**src/rtl/load_store_unit.sv**
```systemverilog
`default_nettype none
// ============================================================================
// Module   : load_store_unit
// Purpose  : Processor-side initiator for a single-port word data memory.
//            It accepts byte, halfword and word loads and stores at byte
//            addresses. Sub-word stores use read-modify-write. Load data is
//            sign- or zero-extended. Out-of-range and illegal-size requests
//            are rejected.
// Options  : LSU_MISALIGN_TRAP_EN - when defined, misaligned half/word
//            accesses are rejected. When undefined, the low offset bits are
//            truncated instead.
// Ports    : CLK, RST_N (async active-low)
//            REQ/RW/SIZE/SIGNED/ADDR/WDATA  request from execute stage
//            READY/DONE/ERR/RDATA           handshake and load result
//            MEM_WE/MEM_ADDRESS/MEM_DATA    to memory; MEM_Q from memory
// Revision : 1.0 - initial release
// ============================================================================
module load_store_unit #(
    parameter int ADDR_W = 10
) (
    input  logic        CLK,
    input  logic        RST_N,
    input  logic        REQ,
    input  logic        RW,
    input  logic [1:0]  SIZE,
    input  logic        SIGNED,
    input  logic [31:0] ADDR,
    input  logic [31:0] WDATA,
    output logic        READY,
    output logic        DONE,
    output logic        ERR,
    output logic [31:0] RDATA,
    output logic        MEM_WE,
    output logic [31:0] MEM_ADDRESS,
    output logic [31:0] MEM_DATA,
    input  logic [31:0] MEM_Q
);

    localparam logic [1:0] c_SZ_BYTE = 2'b00;
    localparam logic [1:0] c_SZ_HALF = 2'b01;
    localparam logic [1:0] c_SZ_WORD = 2'b10;
    localparam logic [1:0] c_SZ_BAD  = 2'b11;

    typedef enum logic [1:0] {
        IDLE = 2'd0,
        RD   = 2'd1,
        WR   = 2'd2,
        FIN  = 2'd3
    } state_t;

    state_t              state_q, state_d;
    logic                rw_q, rw_d;
    logic [1:0]          size_q, size_d;
    logic                sgn_q, sgn_d;
    logic [1:0]          off_q, off_d;
    logic [ADDR_W-1:0]   idx_q, idx_d;
    logic [31:0]         wdata_q, wdata_d;
    logic                err_q, err_d;
    logic [31:0]         rdata_q, rdata_d;
    logic [ADDR_W-1:0]   mem_addr_q, mem_addr_d;
    logic [31:0]         mem_data_q, mem_data_d;

    // Request checks, evaluated on the raw inputs while in IDLE.
    logic w_range_err;
    logic w_size_err;
    logic w_mis_err;
    logic w_req_err;

    assign w_range_err = |ADDR[31:ADDR_W+2];
    assign w_size_err  = (SIZE == c_SZ_BAD);
`ifdef LSU_MISALIGN_TRAP_EN
    assign w_mis_err   = ((SIZE == c_SZ_HALF) && ADDR[0]) ||
                         ((SIZE == c_SZ_WORD) && (|ADDR[1:0]));
`else
    assign w_mis_err   = 1'b0;
`endif
    assign w_req_err   = w_range_err | w_size_err | w_mis_err;

    // Lane extraction and merge. A misaligned half always uses offset bit 1
    // only, so the truncating behaviour falls out of the lane select.
    logic [7:0]  w_byte;
    logic [15:0] w_half;
    logic [31:0] w_load;
    logic [31:0] w_merge;

    assign w_byte = MEM_Q[{off_q, 3'b000} +: 8];
    assign w_half = MEM_Q[{off_q[1], 4'b0000} +: 16];

    always_comb begin
        w_load  = MEM_Q;
        w_merge = MEM_Q;
        case (size_q)
            c_SZ_BYTE: begin
                w_load = {{24{sgn_q & w_byte[7]}}, w_byte};
                w_merge[{off_q, 3'b000} +: 8] = wdata_q[7:0];
            end
            c_SZ_HALF: begin
                w_load = {{16{sgn_q & w_half[15]}}, w_half};
                w_merge[{off_q[1], 4'b0000} +: 16] = wdata_q[15:0];
            end
            default: begin
                w_load  = MEM_Q;
                w_merge = wdata_q;
            end
        endcase
    end

    always_comb begin
        state_d    = state_q;
        rw_d       = rw_q;
        size_d     = size_q;
        sgn_d      = sgn_q;
        off_d      = off_q;
        idx_d      = idx_q;
        wdata_d    = wdata_q;
        err_d      = err_q;
        rdata_d    = rdata_q;
        mem_addr_d = mem_addr_q;
        mem_data_d = mem_data_q;
        case (state_q)
            IDLE: begin
                if (REQ) begin
                    rw_d    = RW;
                    size_d  = SIZE;
                    sgn_d   = SIGNED;
                    off_d   = ADDR[1:0];
                    idx_d   = ADDR[ADDR_W+1:2];
                    wdata_d = WDATA;
                    err_d   = w_req_err;
                    if (w_req_err) begin
                        // Rejected: memory address/data outputs untouched.
                        state_d = FIN;
                    end else if (RW && (SIZE == c_SZ_WORD)) begin
                        state_d    = WR;
                        mem_addr_d = ADDR[ADDR_W+1:2];
                        mem_data_d = WDATA;
                    end else begin
                        state_d    = RD;
                        mem_addr_d = ADDR[ADDR_W+1:2];
                    end
                end
            end
            RD: begin
                if (rw_q) begin
                    mem_data_d = w_merge;
                    state_d    = WR;
                end else begin
                    rdata_d = w_load;
                    state_d = FIN;
                end
            end
            WR:      state_d = FIN;
            default: state_d = IDLE;
        endcase
    end

    always_ff @(posedge CLK or negedge RST_N) begin
        if (!RST_N) begin
            state_q    <= IDLE;
            rw_q       <= 1'b0;
            size_q     <= 2'b00;
            sgn_q      <= 1'b0;
            off_q      <= 2'b00;
            idx_q      <= '0;
            wdata_q    <= 32'd0;
            err_q      <= 1'b0;
            rdata_q    <= 32'd0;
            mem_addr_q <= '0;
            mem_data_q <= 32'd0;
        end else begin
            state_q    <= state_d;
            rw_q       <= rw_d;
            size_q     <= size_d;
            sgn_q      <= sgn_d;
            off_q      <= off_d;
            idx_q      <= idx_d;
            wdata_q    <= wdata_d;
            err_q      <= err_d;
            rdata_q    <= rdata_d;
            mem_addr_q <= mem_addr_d;
            mem_data_q <= mem_data_d;
        end
    end

    // Pure state decodes: an asynchronous reset forces IDLE, which drops
    // MEM_WE before the next edge so an aborted store never writes.
    assign READY       = (state_q == IDLE);
    assign DONE        = (state_q == FIN);
    assign ERR         = (state_q == FIN) && err_q;
    assign MEM_WE      = (state_q == WR);
    assign RDATA       = rdata_q;
    assign MEM_ADDRESS = {{(32-ADDR_W){1'b0}}, mem_addr_q};
    assign MEM_DATA    = mem_data_q;

endmodule
`default_nettype wire

```
**config.mk**
```make
export PLATFORM = sky130hd
export DESIGN_NAME = load_store_unit
export DESIGN_NICKNAME = d
export VERILOG_FILES = /design/src/rtl/load_store_unit.sv
export SDC_FILE = /design/constraint.sdc
export NUM_CORES = 1
export LEC_CHECK = 0
export CAP_MARGIN = 20
export CORE_MARGIN = 1
export CORE_UTILIZATION = 53
export CTS_BUF_LIST = sky130_fd_sc_hd__clkbuf_8
export CTS_CLUSTER_DIAMETER = 30
export CTS_CLUSTER_SIZE = 24
export DETAILED_ROUTE_END_ITERATION = 6
export PLACE_DENSITY = 0.95
export SLEW_MARGIN = 20
export SYNTH_ARGS = -nofsm -noshare
export SYNTH_HDL_FRONTEND = slang
export SYNTH_SLANG_ARGS = --single-unit
export TNS_END_PERCENT = 5
```
**constraint.sdc**
```tcl
create_clock -name CLK -period 4.2 [get_ports CLK]
set_clock_uncertainty 0.15 [all_clocks]
set_input_delay 0.84 -clock CLK [delete_from_list [all_inputs] [get_ports CLK]]
set_output_delay 0.84 -clock CLK [all_outputs]
set_load 0.01 [all_outputs]
```
==> notes.md, run 1 <==
Notes on the flow run.

- The critical path endpoint has a required time of 4370 ps.
- As reported, the later end of the worst-skew pair has a clock insertion delay of 450 ps.
- The share of the clock period used by the worst path after layout is 0.744, for reference.
- STA classifies the critical path endpoint as a flip-flop.
- The switching component of the power was reported as 2.61 mW.
- Per the TritonCTS log, the buffer count is 17.
- The setup path with the least slack is of type flip-flop to flip-flop.
- Along the worst path, the maximum fanout reaches 36.
- Looking at the post-CTS report, the setup buffer insertion count equals 0.
- The worst setup path is launched from a flip-flop.
- The switching fraction of total power is 0.394, for reference.
- The worst register-to-register path has a depth of 6.
- Counting flops with a built-in enable in the synthesized netlist gives 0.
- Synthesis handed over a netlist of 641 instances.
- The worst reg2reg path endpoint is MEM_DATA[30], for reference.
- The met1 capacity usage during global routing is 0.386, for reference.
- The H-tree generated during clock tree synthesis spans 4 levels.
- The HPWL after detailed placement is 14.0 mm, for reference.
- The count of different cell masters after synthesis is 53, for reference.
- For reference, the critical path is captured by MEM_DATA[30].
- The count of buffers added on input and output ports is 180.
- The global router reports that the layer with the highest usage is met2.
- The post-synthesis register bit count is 115, for reference.
- The post-route DRC violation count is 0, for reference.
- The run finished with clean final reports.
- STA puts the critical path data arrival time at 3300 ps.
- The layout summary lists the proportion of cells stronger than drive strength 1 as 0.177.
- Hold-check failures listed in the final report amount to 0.
- The flow reports an fmax of 320 MHz.
- The cell area after synthesis is 0.00657 mm^2, for reference.
- The run reported a max-capacitance violation count of 0.
- For this design, the CTS-stage hold fixing added 0 buffers.
- The fraction of the yosys area taken by sequential cells is 0.438, for reference.
- TritonCTS built the clock tree.
- Per the cell usage report, the commonest logic cells after layout are 179 x sky130_fd_sc_hd__clkdlybuf4s50_1, 114 x sky130_fd_sc_hd__dfrtp_1, 72 x sky130_fd_sc_hd__nand2_1.
- The initial antenna violation count came to 1.
- In this run the vertical extent of the chip is 113 um.
- The minimum period implied by the final worst setup slack is 3120 ps, for reference.
- The leakage component of the power was reported as 3.78 nW.
- The leftover overflow at the end of global routing is 0, for reference.
- The timing report gives the worst reg2reg path a setup slack of 1080 ps.
- After floorplanning, the die was sized to cover 0.0128 mm^2.
- The final-layout setup total negative slack is 0 ps, for reference.
- The type of the worst min-delay path is input pin to async pin, for reference.
- The via count of the first global-routing pass is 5778, for reference.
- The mean instance size in the synthesized netlist is 10.2 um^2, for reference.
- The cell chosen for the clock root is sky130_fd_sc_hd__clkbuf_8, for reference.
- In the floorplan report the effective utilization is 0.544.
- The max-slew violation count is 0, for reference.
- The area growth from synthesis to layout is 34.1%, for reference.
- The x dimension of the die is 113 um, for reference.
- The violation count after the first detailed-routing iteration is 622, for reference.
- Per the slew report, the remaining headroom to the max-slew limit stands at 0.286.
- The power consumption is 6.63 mW, for reference.
- Post-CTS repair changed the size of 0 cells.
- According to the finish report, the design has a final net count of 918.
- For this design, the sink count on the clock tree is 115.
- The I/O pin count is 203, for reference.
- The placer's final routability congestion estimate is 0.928, for reference.
- Post-synth the commonest register cell is sky130_fd_sc_hd__dfrtp_1.
- OpenROAD emitted warnings numbering 33.
- Of the total power, combinational logic draws 0.502.
- The routed length on met3 is 2.13 mm, for reference.
- Entering global routing, the biggest net connects 68 pins.
- In this run the worst setup path begins at state_q[1].
- In this run the remaining antenna-violating nets after routing total 0.
- The register share of total power is 0.329, for reference.
- The sum of met2 wire segment lengths after detailed routing is 9.33 mm, for reference.
- In this run the deepest clock path goes through 2 buffers.
- The total power per unit cell area is 754 mW/mm^2, for reference.
- The first-pass GRT wire length is 30.3 mm, for reference.
- For this run, the number of Yosys warnings is 0.
- The internal cell power is 4.02 mW, for reference.
- Setup repair after global routing left no endpoint under its margin.
- The total iterations of the first detailed-routing run is 6, for reference.
- The reg-to-reg critical path startpoint is state_q[1], for reference.
- The final report lists the setup-violating endpoint count as 0.
- The via density per instance is 5.95, for reference.
- The chip area line in the Yosys stat output reads 0.00657 mm^2.
- The met1 routed wirelength after detailed routing is 7.33 mm, for reference.
- The top cell type in the final layout, fill and taps aside, is sky130_fd_sc_hd__clkdlybuf4s50_1.
- For this design, Yosys synthesis ends with a cell count of 641.
- The largest voltage drop on the vdd net is 0.000773 V, for reference.
- Counting the fill cells in the layout gives 847.
- The portion of total power attributed to the clock network is 0.168, for reference.
- Routed signal wires occupy layers up through met4.
- The share of synthesized registers carrying an async set or reset is 1.00, for reference.
- The routing usage on met2 is 0.510, for reference.
- The slew at the pin with the worst max-slew slack is 1070 ps, for reference.
- The routing usage on met3 is 0.0927, for reference.
- The registers of the reported paths see a clock transition of 70 ps.
==> run 1: power groups by stage <==
stage | Clock (mW) | Sequential (mW) | Combinational [mW]
floorplan | 0 | 2.06 | 2.09
global placement | 0 | 2.14 | 3.19
detailed placement | 0 | 2.17 | 3.29
CTS | 1.12 | 2.16 | 3.32
global route | 1.17 | 2.24 | 3.60
finish | 1.12 | 2.18 | 3.33
==> run 1: layout make-up <==
cell class,instances,area [um^2],share of cell area
clock buffers,22,303,0.0344
clock inverters,9,128,0.0145
repair buffers,192,1890,0.215
multi-input cells,465,3330,0.379
inverters,15,56.3,0.00640
flip-flops and latches,115,2880,0.327
well taps,168,210,0.0239
diodes,1,2.50,0.000284
==> run 1: cell usage after synthesis (10+ instances only) <==
library cell | count | area [um^2]
sky130_fd_sc_hd__buf_4 | 23 | 173
sky130_fd_sc_hd__a21oi_1 | 37 | 185
sky130_fd_sc_hd__mux2i_1 | 17 | 170
sky130_fd_sc_hd__o21ai_0 | 21 | 105
sky130_fd_sc_hd__a32oi_1 | 13 | 114
sky130_fd_sc_hd__buf_2 | 12 | 60.1
sky130_fd_sc_hd__nor2_1 | 33 | 124
sky130_fd_sc_hd__clkbuf_1 | 23 | 86.3
sky130_fd_sc_hd__inv_1 | 15 | 56.3
sky130_fd_sc_hd__mux2_2 | 55 | 619
sky130_fd_sc_hd__nor2b_1 | 17 | 106
sky130_fd_sc_hd__nand2_1 | 72 | 270
sky130_fd_sc_hd__dfrtp_1 | 115 | 2880
sky130_fd_sc_hd__a21oi_2 | 11 | 96.3
sky130_fd_sc_hd__mux2_4 | 23 | 345
sky130_fd_sc_hd__nand3_1 | 10 | 50.1
==> run 1: worst max-delay path, cell delays in order, from the launching register on <==
cell and delay, ps:
sky130_fd_sc_hd__dfrtp_1 420, sky130_fd_sc_hd__inv_1 100, sky130_fd_sc_hd__ha_2 600, sky130_fd_sc_hd__nand2b_1 220, sky130_fd_sc_hd__a31oi_4 790, sky130_fd_sc_hd__buf_4 390, sky130_fd_sc_hd__mux2_4 320
==> run 1: cells by family (layout without fill, tap and decap cells) <==
| logic type | count (synthesis) | after routing | share of synthesized area |
|---|---|---|---|
| AND-OR/OR-AND | 163 | 163 | 0.171 |
| other | 1 | 23 | 0.000571 |
| flip-flops | 115 | 115 | 0.438 |
| multiplexers | 96 | 96 | 0.175 |
| adder cells (fa/ha/maj) | 9 | 9 | 0.0172 |
| buffers and inverters | 82 | 238 | 0.0669 |
| AND/OR/NAND/NOR | 175 | 175 | 0.131 |
==> run 1: metrics by stage <==
step	instances	utilization	hold WS, ps	worst slack (ps)	instance area (um^2)
global placement	955	0.694	316	727	8370
floorplan	662	-	305	1840	6640
global route	987	0.730	327	897	8800
CTS	986	0.729	290	1050	8800
finish	987	0.730	284	1080	8800
detailed placement	955	0.694	326	729	8370
==> run 1: registers in the layout (all words and copies together) (netlist names) <==
signal,flops
MEM_DATA,32
RDATA,32
err_q,1
mem_addr_q,10
off_q,2
rw_q,1
sgn_q,1
size_q,2
state_q,2
wdata_q,32
Fig. 1: run 1, routed metal, one color a layer
Bar = 20 um.
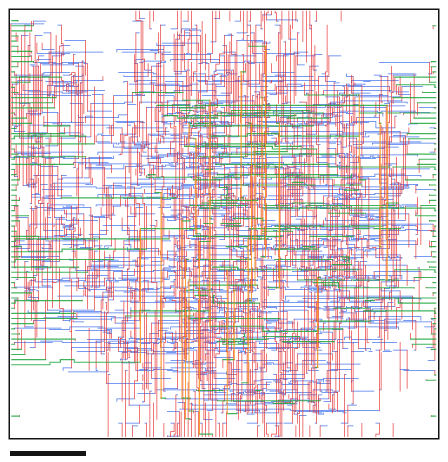
- red: metal 2 (wire length 9330 um)
- orange: metal 4 (wire length 828 um)
- green: metal 3 (wire length 2130 um)
- blue: metal 1 (wire length 7330 um)
wire length after detailed routing: 19.6 mm
routed wire length per instance: 19.9 um
routed via count: 5870
Tot GR Track Use: 0.315

Fig. 2: run 1, pin placement
Pins as bars across the die edge, other pins in gray.
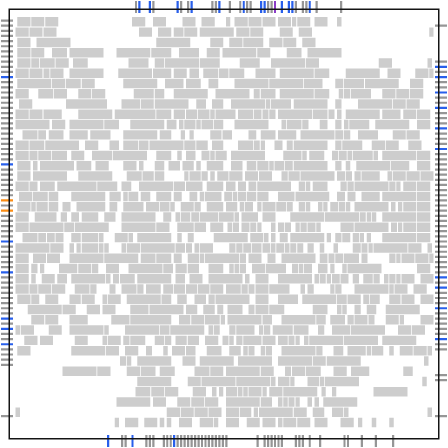
- purple: `SIGNED` (pins 1; direction input; edge north)
- blue: `MEM_DATA` (pins 32; direction output; edge 12 north, 10 east, 7 west, 3 south)
- orange: `SIZE` (pins 2; direction input; edge west)

Fig. 3: run 1, cell outlines without signal wires
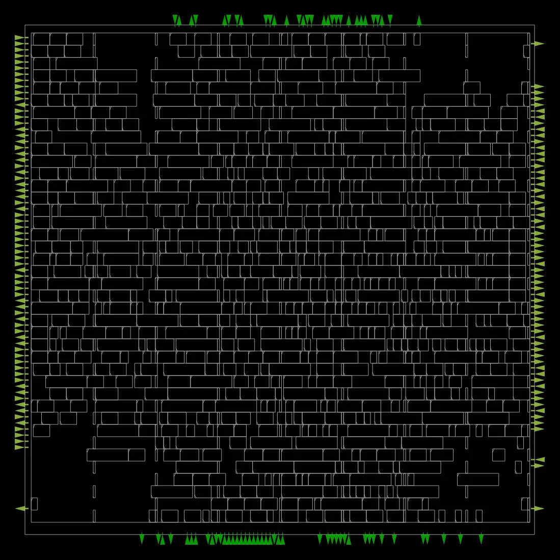
Util after Layout: 0.730
number of tap cells added at floorplan: 168
CORE AREA: 0.0121 mm^2
row count: 40
number of sequential storage elements: 115

Fig. 4: run 1, nets reached from selected ports
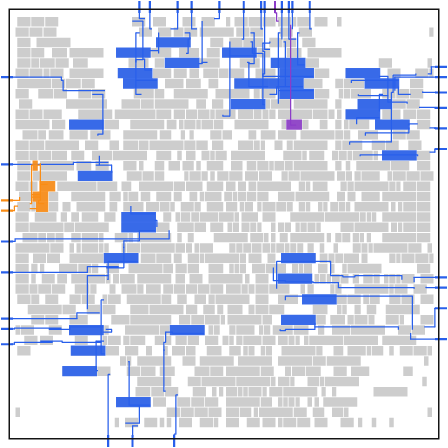
- purple: `SIGNED` (direction input; edge north; end cells 1; buffers 1; wire 31.5 um)
- blue: `MEM_DATA` (direction output; edge 12 north, 10 east, 7 west, 3 south; end cells 32; buffers 32; wire 1060 um)
- orange: `SIZE` (direction input; edge west; end cells 4; buffers 2; wire 38.8 um)

==> inputs of run 2 (changes only) <==
--- a/config.mk
+++ b/config.mk
@@ -7,12 +7,12 @@
 export LEC_CHECK = 0
 export CAP_MARGIN = 20
 export CORE_MARGIN = 1
-export CORE_UTILIZATION = 53
+export CORE_UTILIZATION = 49
 export CTS_BUF_LIST = sky130_fd_sc_hd__clkbuf_8
 export CTS_CLUSTER_DIAMETER = 30
 export CTS_CLUSTER_SIZE = 24
 export DETAILED_ROUTE_END_ITERATION = 6
-export PLACE_DENSITY = 0.95
+export PLACE_DENSITY = 0.93
 export SLEW_MARGIN = 20
 export SYNTH_ARGS = -nofsm -noshare
 export SYNTH_HDL_FRONTEND = slang
==> constraint.sdc (replaced) <==
create_clock -name CLK -period 3.3 [get_ports CLK]
set_clock_uncertainty 0.15 [all_clocks]
set_input_delay 0.66 -clock CLK [delete_from_list [all_inputs] [get_ports CLK]]
set_output_delay 0.66 -clock CLK [all_outputs]
set_load 0.01 [all_outputs]
==> run 2 against run 1 <==
Compared with the run above: register-to-register slack worse by 420 ps; critical path type unchanged; utilization is 3.5 points lower; combinational power is 31% higher; power is 30% higher; via count is 0.36% lower; clock-buffer cell count is 2 lower; critical endpoint is now MEM_DATA[13]; global-route usage is 2.7 points lower; non-clock buffer count is 5 higher; final area is 1.2% higher.
==> notes.md, run 2 <==
Notes on the flow run.

- The flow ran to the end, and the final reports show no timing, DRC or antenna violations.
- The final-layout setup total negative slack is 0 ps (unchanged), for reference.
- The placement-stage worst setup slack is 191 ps (-538 ps).
- The number of antenna diodes was 0 (-1).
- The maximum fanout along the worst path is 27 (-25%), for reference.
- The total number of warnings across the stage logs is 33 (unchanged), for reference.
- The final count of hold timing violations was 0 (unchanged).
- The I/O pin count is 203 (unchanged), for reference.
- In the synthesized netlist the dominant register cell turns out to be sky130_fd_sc_hd__dfrtp_1.
- By instance count, the leading cell after synthesis is sky130_fd_sc_hd__dfrtp_1.
- The highest-count logic cell in the final layout is sky130_fd_sc_hd__clkdlybuf4s50_1, for reference.
- The yosys synthesis warning count came to 0 (unchanged).
- The TritonCTS clock tree is done, for reference.
- The combined flip-flop and latch cell area came to 0.00288 mm^2 (about the same).
- The post-route cell area is 0.00891 mm^2 (+1.2%), for reference.
- The via density per instance is 5.87 (-1.3%), for reference.
- The mean instance size in the synthesized netlist came to 10.2 um^2 (unchanged).
- The aggregate routed wire length is 19.6 mm (-0.20%), for reference.
- The reg-to-reg setup timing slack is 650 ps (-420 ps).
- The wire length per cell is 19.7 um (-1.1%), for reference.
- The area reported by Yosys stat was 0.00657 mm^2 (unchanged).
- The number of max-cap violations is 0 (unchanged).
- The number of buffers inserted by port buffering is 180 (unchanged), for reference.
- The x dimension of the die is 118 um (+3.9%).
- The fraction of post-synthesis cell area in the top cell type by area is 0.438 (unchanged), for reference.
- The total power per unit cell area came to 966 mW/mm^2 (+28%).
- The slew at the pin with the worst max-slew slack is 1050 ps (-19.2 ps).
- The hold-fix buffer count after cts is 0 (unchanged), for reference.
- The synthesized instance count was 641 (unchanged).
- The reg-to-reg critical path startpoint is state_q[1], for reference.
- The cell area after placement is 0.00845 mm^2 (+0.96%), for reference.
- The clock-pin slew reported for the worst setup and hold paths after clock tree synthesis is 80 ps (about the same), for reference.
- The number of flops mapped to enable cells by yosys is 0 (unchanged), for reference.
- The via count of the first global-routing pass is 5641 (-2.4%), for reference.
- The number of buffers inserted during clock tree synthesis is 17 (unchanged).
- The minimum period implied by the final worst setup slack was 2650 ps (-479 ps).
- The fraction of layout cells with a size suffix above 1 is 0.182 (+0.00478), for reference.
- The count of different cell masters after synthesis is 53 (unchanged), for reference.
- In this run the worst hold path is classified as input pin to async pin.
- The worst setup path is of the flip-flop to flip-flop kind.
- Per the cell usage report, the commonest logic cells after layout are 179 x sky130_fd_sc_hd__clkdlybuf4s50_1, 114 x sky130_fd_sc_hd__dfrtp_1, 72 x sky130_fd_sc_hd__nand2_1.
- The tree is rooted in a sky130_fd_sc_hd__clkbuf_8.
- The total routing resource utilization after global routing is 0.289 (-0.0268), for reference.
- The data arrival time of the critical path came to 2890 ps (-410 ps).
- The commonest cells after synthesis are 115 x sky130_fd_sc_hd__dfrtp_1, 72 x sky130_fd_sc_hd__nand2_1, 55 x sky130_fd_sc_hd__mux2_2.
- The final standard cell utilization of the core is 0.695 (-0.0352), for reference.
- The flow measured a signed area growth from synthesis to layout of 35.7%.
- The tightest slew margin relative to the limit came to 0.299 (+0.0128).
- The main area contributors are sky130_fd_sc_hd__dfrtp_1 44%, sky130_fd_sc_hd__mux2_2 9.4%, sky130_fd_sc_hd__mux2_4 5.3%.
- The floorplan core density is 0.512 (-0.0324), for reference.
- Setup repair after global routing left no endpoint under its margin.
- The total die size is 0.0139 mm^2 (+8.0%), for reference.
- The share of the clock period used by the worst path after layout is 0.802 (+0.0577), for reference.
- The via total after detailed routing is 5849 (-0.36%), for reference.
- The max-slew violation count came to 0 (unchanged).
- The achievable clock frequency is 378 MHz (+18%), for reference.
- The number of cells upsized or downsized after cts is 0 (unchanged), for reference.
- The smallest setup slack after layout is 655 ps (-421 ps).
- The number of cells in the yosys synthesis report was 641 (unchanged).
- The leakage power of the design is 3.84 nW (+1.6%), for reference.
- The maximum root-to-sink buffer count is 2 (unchanged), for reference.
- The number of sinks handled by clock tree synthesis is 115 (unchanged), for reference.
- The largest net degree at the start of global routing is 55 (-19%), for reference.
- The required time of the critical path is 3550 ps (-820 ps), for reference.
- The leftover overflow at the end of global routing is 0 (unchanged).
- The final setup violation count was 0 (unchanged).
- The sort of element at the end of the critical path is a flip-flop, for reference.
- The most critical setup path has its startpoint at state_q[1].
- The core area is 0.0128 mm^2 (+6.3%).
- The cell type that accounts for the most area after synthesis is sky130_fd_sc_hd__dfrtp_1.
- The multi-input gate area in the final layout came to 0.00333 mm^2 (unchanged).
- The violation count after the first detailed-routing iteration was 570 (-8.4%).
- In this run the critical path is formed by inv_1, ha_2, nand2b_1, nor3_1, a221o_1, mux2_4.
- The initial antenna violation count was 0 (-1).
- The die height is 118 um (+3.9%), for reference.
- The number of fill cells in the layout came to 949 (+12%).
- The clock latency of the later-clocked register in the worst-skew pair is 460 ps (about the same), for reference.
- The element type at the critical path start is a flip-flop, for reference.
- The count of standard-cell rows is 41 (+2.5%), for reference.
- The cell area after synthesis came to 0.00657 mm^2 (unchanged).
- The HPWL after detailed placement is 14.2 mm (+1.1%), for reference.
- The fraction of the yosys area taken by sequential cells is 0.438 (unchanged), for reference.
- The share of synthesized registers carrying an async set or reset is 1.00 (unchanged).
- The critical path's slowest stage uses the library cell sky130_fd_sc_hd__nor3_1.
- The largest voltage drop on the vdd net is 0.000557 V (-28%), for reference.
- The number of H-tree branching levels is 4 (unchanged), for reference.
- The first-pass GRT wire length came to 30.5 mm (+0.55%).
- The post-route DRC violation count is 0 (unchanged), for reference.
- The placer's final routability congestion estimate is 0.944 (+1.8%), for reference.
- The number of setup buffers added after CTS came to 0 (unchanged).
- The total iterations of the first detailed-routing run was 7 (+1).
- The peak per-stage delay on the critical path is 670 ps (-120 ps).
- The placed instance count came to 964 (+0.94%).
- The number of antenna-violating nets in the routed design is 0 (unchanged), for reference.
- The final-stage net count was 923 (+0.54%).
- The post-synthesis register bit count is 115 (unchanged), for reference.
-- run 2: cell counts after synthesis --
Identical to the previous run, type by type.
-- run 2: power by group --
group | switching [mW] | total (mW) | internal (mW)
clock | 0.591 | 1.54 | 0.948
combinational | 2.11 | 4.36 | 2.25
sequential | 0.635 | 2.71 | 2.08
total | 3.34 | 8.61 | 5.27
-- run 2: metal layers --
layer  vias up  global-route usage  routed length (um)
met2       379               0.451                9060
met5         -                   0                   0
met3        69              0.0838                2020
met1      2785               0.362                7700
met4         0               0.150                 802
li1       2616                   -                   -
-- run 2: metrics by stage --
step           power, mW  hold slack [ps]
6_report            8.61             93.0
5_1_grt             9.08              135
4_1_cts             8.58             96.3
3_5_place_dp        7.03              330
3_3_place_gp        6.87              317
2_1_floorplan       5.29              214
-- run 2: logic make-up after synthesis --
group                    count (synthesis)  synth area share
AND/OR/NAND/NOR                        175             0.131
flip-flops                             115             0.438
multiplexers                            96             0.175
other                                    1          0.000571
AND-OR/OR-AND                          163             0.171
adder cells (fa/ha/maj)                  9            0.0172
buffers and inverters                   82            0.0669
-- run 2: worst paths after layout --
check                               endpoint  depth (start not counted)
worst max-delay path            MEM_DATA[13]                          6
worst min-delay path               RDATA[10]                          1
worst max register to register  MEM_DATA[13]                          6
worst min register to register      RDATA[6]                          2
max in group asynchronous          size_q[1]                          2
min in group CLK                    RDATA[6]                          2
-- run 2: critical path: cells and delay by family (launching register included) --
family                   cells  cell delay [ps]
AND-OR/OR-AND                1              370
adder cells (fa/ha/maj)      1              510
AND/OR/NAND/NOR              2              880
flip-flops                   1              420
buffers and inverters        1              100
multiplexers                 1              170
-- run 2: area by class of cell --
cell class,count,area share
clock buffer,20,0.0309
clock inverter,12,0.0208
inverter,15,0.00632
multi-input combinational,465,0.374
sequential,115,0.323
tap,172,0.0242
timing repair buffer,197,0.221
Fig. 5: run 2, routed clock nets over the placement
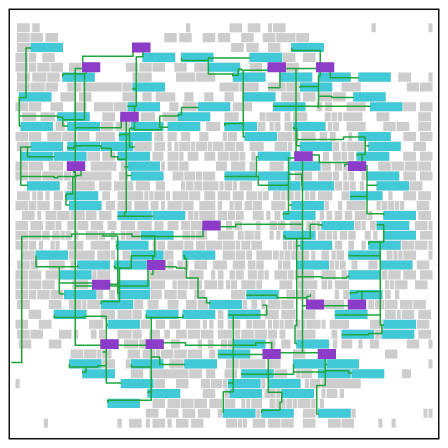
- green: clock wires (length 1580 um)
- cyan: flip-flops (count 115)
- purple: clock drivers (count 17)
- flops lie: spread over the die
- routed clock nets: 18
Clock Power Share: 0.179
power drawn by the clock network: 1.54 mW

Fig. 6: run 2, cell outlines without signal wires
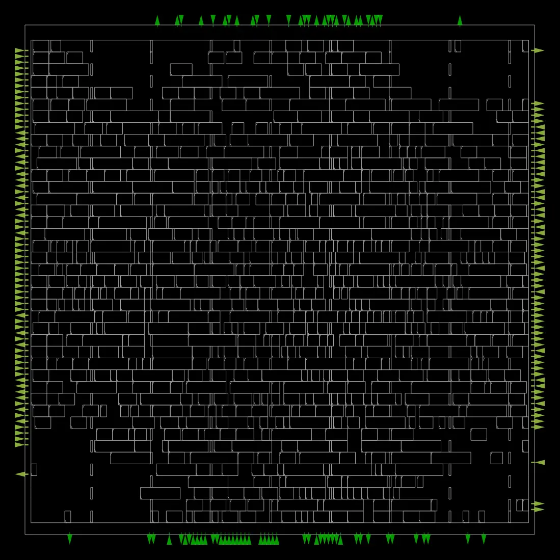
fin cells: 996
number of tap cells added at floorplan: 172

==> inputs of run 3 (changes only) <==
--- a/config.mk
+++ b/config.mk
@@ -7,12 +7,12 @@
 export LEC_CHECK = 0
 export CAP_MARGIN = 20
 export CORE_MARGIN = 1
-export CORE_UTILIZATION = 49
+export CORE_UTILIZATION = 44
 export CTS_BUF_LIST = sky130_fd_sc_hd__clkbuf_8
 export CTS_CLUSTER_DIAMETER = 30
 export CTS_CLUSTER_SIZE = 24
 export DETAILED_ROUTE_END_ITERATION = 6
-export PLACE_DENSITY = 0.93
+export PLACE_DENSITY = 0.89
 export SLEW_MARGIN = 20
 export SYNTH_ARGS = -nofsm -noshare
 export SYNTH_HDL_FRONTEND = slang
==> constraint.sdc (replaced) <==
create_clock -name CLK -period 2.2 [get_ports CLK]
set_clock_uncertainty 0.15 [all_clocks]
set_input_delay 0.44 -clock CLK [delete_from_list [all_inputs] [get_ports CLK]]
set_output_delay 0.44 -clock CLK [all_outputs]
set_load 0.01 [all_outputs]
Fig. 7: run 3, cell outlines without signal wires
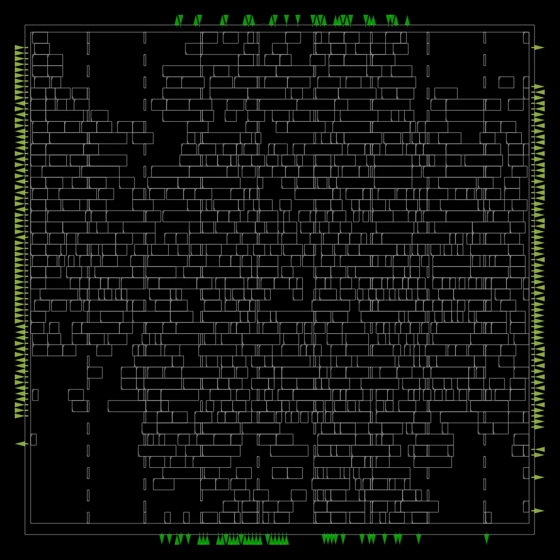
CORE AREA: 0.0145 mm^2
fin cells: 1038
Util after Layout: 0.625
fillcell total: 1195

Fig. 8: run 3, nets reached from selected ports
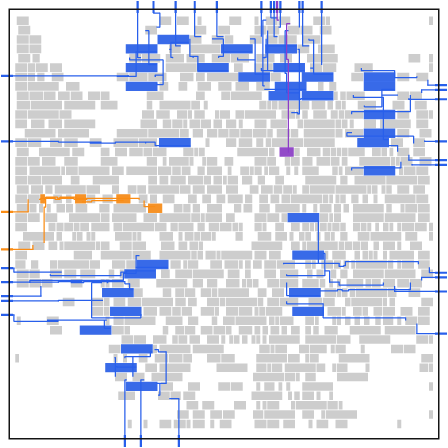
- blue: `MEM_DATA` (direction output; edge 12 north, 10 east, 7 west, 3 south; end cells 32; buffers 32; wire 1180 um)
- purple: `SIGNED` (direction input; edge north; end cells 1; buffers 1; wire 41.9 um)
- orange: `SIZE` (direction input; edge west; end cells 4; buffers 4; wire 90.9 um)

==> run 3 against run 2 <==
Compared with the run above: non-clock buffer count rose by 30; sequential power is 44% higher; sequential cell count is the same; register-to-register slack got worse by 600 ps; fmax is 23% higher; combinational power is 59% higher; power increased by 46%; die area increased by 11%; worst setup slack worse by 600 ps; clock-buffer cell count decreased by 3; worst hold slack improved by 200 ps.
==> notes.md, run 3 <==
Notes on the flow run.

- The flow ran to the end, and the final reports show no timing, DRC or antenna violations.
- The share of the clock period used by the worst path after layout is 0.977 (+0.175), for reference.
- The type of the worst min-delay path is input pin to async pin, for reference.
- The via total after detailed routing is 5883 (+0.58%).
- The I/O pin count is 203 (unchanged), for reference.
- The clock-pin slew reported for the worst setup and hold paths after clock tree synthesis is 80 ps (about the same), for reference.
- The routing usage on met3 is 0.0815 (-0.00232), for reference.
- The first-pass GRT wire length came to 30.6 mm (+0.25%).
- The required time of the critical path is 2390 ps (-1160 ps), for reference.
- The post-synthesis register bit count was 115 (unchanged).
- Per the GRT log, the top usage layer is met2.
- The dominant register cell in the synthesized netlist is sky130_fd_sc_hd__dfrtp_1, for reference.
- The routing usage on met2 came to 0.419 (-0.0322).
- The number of antenna-violating nets in the routed design is 0 (unchanged), for reference.
- The aggregate routed wire length is 19.8 mm (+1.0%), for reference.
- The floorplan core density is 0.452 (-0.0602), for reference.
- The cell area after synthesis was 0.00657 mm^2 (unchanged).
- The leftover overflow at the end of global routing came to 0 (unchanged).
- The TritonCTS clock tree is done, for reference.
- The placed instance count is 1004 (+4.1%), for reference.
- The multi-input gate area in the final layout is 0.00337 mm^2 (+1.1%), for reference.
- The die height came to 124 um (+5.4%).
- The combined flip-flop and latch cell area is 0.00288 mm^2 (unchanged).
- The critical path in this run is classified as flip-flop to flip-flop.
- The wire length per cell is 19.1 um (-3.1%), for reference.
- The largest voltage drop on the vdd net is 0.000662 V (+19%), for reference.
- The violation count after the first detailed-routing iteration came to 512 (-10%).
- The number of antenna diodes came to 0 (unchanged).
- The number of cells in the yosys synthesis report is 641 (unchanged).
- The number of max-cap violations came to 0 (unchanged).
- The fraction of the yosys area taken by sequential cells came to 0.438 (unchanged).
- The achievable clock frequency is 465 MHz (+23%), for reference.
- Sorting the synthesized cells by how often they occur yields 115 x sky130_fd_sc_hd__dfrtp_1, 72 x sky130_fd_sc_hd__nand2_1, 55 x sky130_fd_sc_hd__mux2_2.
- The top cell type in the final layout, fill and taps aside, is sky130_fd_sc_hd__clkdlybuf4s50_1.
- The number of buffers inserted during clock tree synthesis is 17 (unchanged).
- The clock latency of the later-clocked register in the worst-skew pair is 450 ps (about the same), for reference.
- The minimum period implied by the final worst setup slack is 2150 ps (-496 ps), for reference.
- The maximum root-to-sink buffer count came to 2 (unchanged).
- The area growth from synthesis to layout is 38.3%, for reference.
- The total iterations of the first detailed-routing run is 7 (unchanged).
- STA classifies the critical path startpoint as a flip-flop.
- The final setup violation count came to 0 (unchanged).
- The total die size came to 0.0154 mm^2 (+11%).
- The via density per instance was 5.67 (-3.5%).
- The area reported by Yosys stat is 0.00657 mm^2 (unchanged), for reference.
- The initial antenna violation count is 0 (unchanged), for reference.
- The tightest slew margin relative to the limit is 0.640 (+0.341).
- The final-stage net count is 953 (+3.3%), for reference.
- The met1 capacity usage during global routing was 0.351 (-0.0109).
- The fraction of post-synthesis cell area in the top cell type by area was 0.438 (unchanged).
- The fraction of layout cells with a size suffix above 1 came to 0.219 (+0.0369).
- The post-route DRC violation count is 0 (unchanged), for reference.
- The library cell with the largest summed area after synthesis is sky130_fd_sc_hd__dfrtp_1, for reference.
- The leakage power of the design is 3.93 nW (+2.3%), for reference.
- The synthesized instance count came to 641 (unchanged).
- The total power per unit cell area is 1390 mW/mm^2 (+44%).
- The final count of hold timing violations came to 0 (unchanged).
- The sort of element at the end of the critical path is a flip-flop, for reference.
- The mean instance size in the synthesized netlist is 10.2 um^2 (unchanged), for reference.
- The cell chosen for the clock root is sky130_fd_sc_hd__clkbuf_8, for reference.
- The worst slack on hold paths was 292 ps (+199 ps).
- The synthesis stats list as the most numerous cell sky130_fd_sc_hd__dfrtp_1.
- The max-slew violation count came to 0 (unchanged).
- The data arrival time of the critical path is 2340 ps (-550 ps), for reference.
- The total number of warnings across the stage logs was 34 (+3.0%).
- By area the synthesized netlist is led by sky130_fd_sc_hd__dfrtp_1 44%, sky130_fd_sc_hd__mux2_2 9.4%, sky130_fd_sc_hd__mux2_4 5.3%.
- The placer's final routability congestion estimate is 0.926 (-1.9%).
- The yosys synthesis warning count was 0 (unchanged).
- The share of synthesized registers carrying an async set or reset is 1.00 (unchanged).
- Setup repair after global routing could not meet its margin everywhere.
- The largest net degree at the start of global routing was 51 (-7.3%).
- Per the cell usage report, the commonest logic cells after layout are 175 x sky130_fd_sc_hd__clkdlybuf4s50_1, 114 x sky130_fd_sc_hd__dfrtp_1, 72 x sky130_fd_sc_hd__nand2_1.
- The maximum fanout along the worst path is 7 (-74%), for reference.
- The number of buffers inserted by port buffering came to 180 (unchanged).
- The total routing resource utilization after global routing came to 0.271 (-0.0180).
- The HPWL after detailed placement is 14.5 mm (+2.5%), for reference.
- The number of flops mapped to enable cells by yosys was 0 (unchanged).
- The number of sinks handled by clock tree synthesis is 115 (unchanged), for reference.
- The count of different cell masters after synthesis was 53 (unchanged).
- The number of H-tree branching levels came to 4 (unchanged).
- The x dimension of the die was 124 um (+5.4%).
- The count of standard-cell rows was 44 (+7.3%).
- The slew at the pin with the worst max-slew slack is 540 ps (-511 ps).
- The via count of the first global-routing pass is 5663 (+0.39%), for reference.
## run 3: netlist changes by cell type in the layout (fill, tap and decap cells not counted), moves of 3 or more
cell | previous run | this run
sky130_fd_sc_hd__inv_1 | 17 | 14
sky130_fd_sc_hd__clkinvlp_4 | 1 | 4
sky130_fd_sc_hd__buf_4 | 15 | 43
sky130_fd_sc_hd__clkdlybuf4s50_1 | 179 | 175
sky130_fd_sc_hd__bufinv_16 | 5 | 0
sky130_fd_sc_hd__dlygate4sd2_1 | 0 | 4
sky130_fd_sc_hd__clkinv_4 | 0 | 4
sky130_fd_sc_hd__inv_6 | 0 | 3
sky130_fd_sc_hd__clkbuf_8 | 20 | 17
## run 3: path summary, 6_finish.rpt
| path | from | to | slack (ps) | depth (start not counted) |
|---|---|---|---|---|
| worst max-delay path | state_q[0] | MEM_DATA[12] | 50 | 7 |
| worst min-delay path | RST_N | RDATA[11] | 290 | 2 |
| worst max register to register | state_q[0] | MEM_DATA[12] | 50 | 7 |
| worst min register to register | RDATA[3] | RDATA[3] | 330 | 2 |
| max in group asynchronous | RST_N | wdata_q[20] | 1020 | 3 |
| min in group CLK | RDATA[3] | RDATA[3] | 330 | 2 |
## run 3: timing repair
action,CTS,global route
setup buffers,1,0
hold buffers,1,0
resized,9,4
pin swaps,0,0
setup endpoints to repair,7,13
hold endpoints to repair,20,0
## run 3: cell type report
cell class | count | share of cell area
clock inverters | 15 | 0.0123
clock buffers | 17 | 0.0258
well taps | 184 | 0.0254
flip-flops and latches | 115 | 0.317
repair buffers | 227 | 0.242
multi-input cells | 465 | 0.371
inverters | 15 | 0.00620
## run 3: per-layer routing
layer / part of all wire / up-vias
met5: 0 / -
met4: 0.035 / 0
met3: 0.10 / 50
met2: 0.45 / 343
met1: 0.41 / 2811
li1: - / 2679
## run 3: cells by family (layout without fill, tap and decap cells)
kind of cell / Yosys count / in the layout / share of synthesized area
flip-flops: 115 / 115 / 0.438
adder cells (fa/ha/maj): 9 / 9 / 0.0172
other: 1 / 22 / 0.000571
AND-OR/OR-AND: 163 / 163 / 0.171
buffers and inverters: 82 / 274 / 0.0669
AND/OR/NAND/NOR: 175 / 175 / 0.131
multiplexers: 96 / 96 / 0.175
## run 3: metrics by stage
step           instance area (um^2)  setup TNS, ps  total power, mW  worst slack, ps
6_report                       9080              0             12.6             50.9
5_1_grt                        9080          -11.9             13.4            -5.98
4_1_cts                        9060              0             12.5            0.186
3_5_place_dp                   8680         -13230             10.7             -336
3_3_place_gp                   8680         -12940             10.5             -327
2_1_floorplan                  6650              0             7.95             7.49
## run 3: power breakdown
group / internal [mW] / switching, mW / leakage [nW]
Clock: 0.781 / 0.964 / 0.169
Combinational: 3.56 / 3.38 / 2.39
Sequential: 3.11 / 0.799 / 1.37
Total: 7.46 / 5.14 / 3.93
## run 3: worst max-delay path, cell delays in order (launching register included)
cell and delay (ps):
sky130_fd_sc_hd__dfrtp_1 420, sky130_fd_sc_hd__buf_4 160, sky130_fd_sc_hd__ha_2 210, sky130_fd_sc_hd__nand2b_1 220, sky130_fd_sc_hd__nor4_2 80, sky130_fd_sc_hd__buf_4 160
sky130_fd_sc_hd__a221o_1 360, sky130_fd_sc_hd__mux2_4 290
Power is estimated from default activity; no workload was simulated.
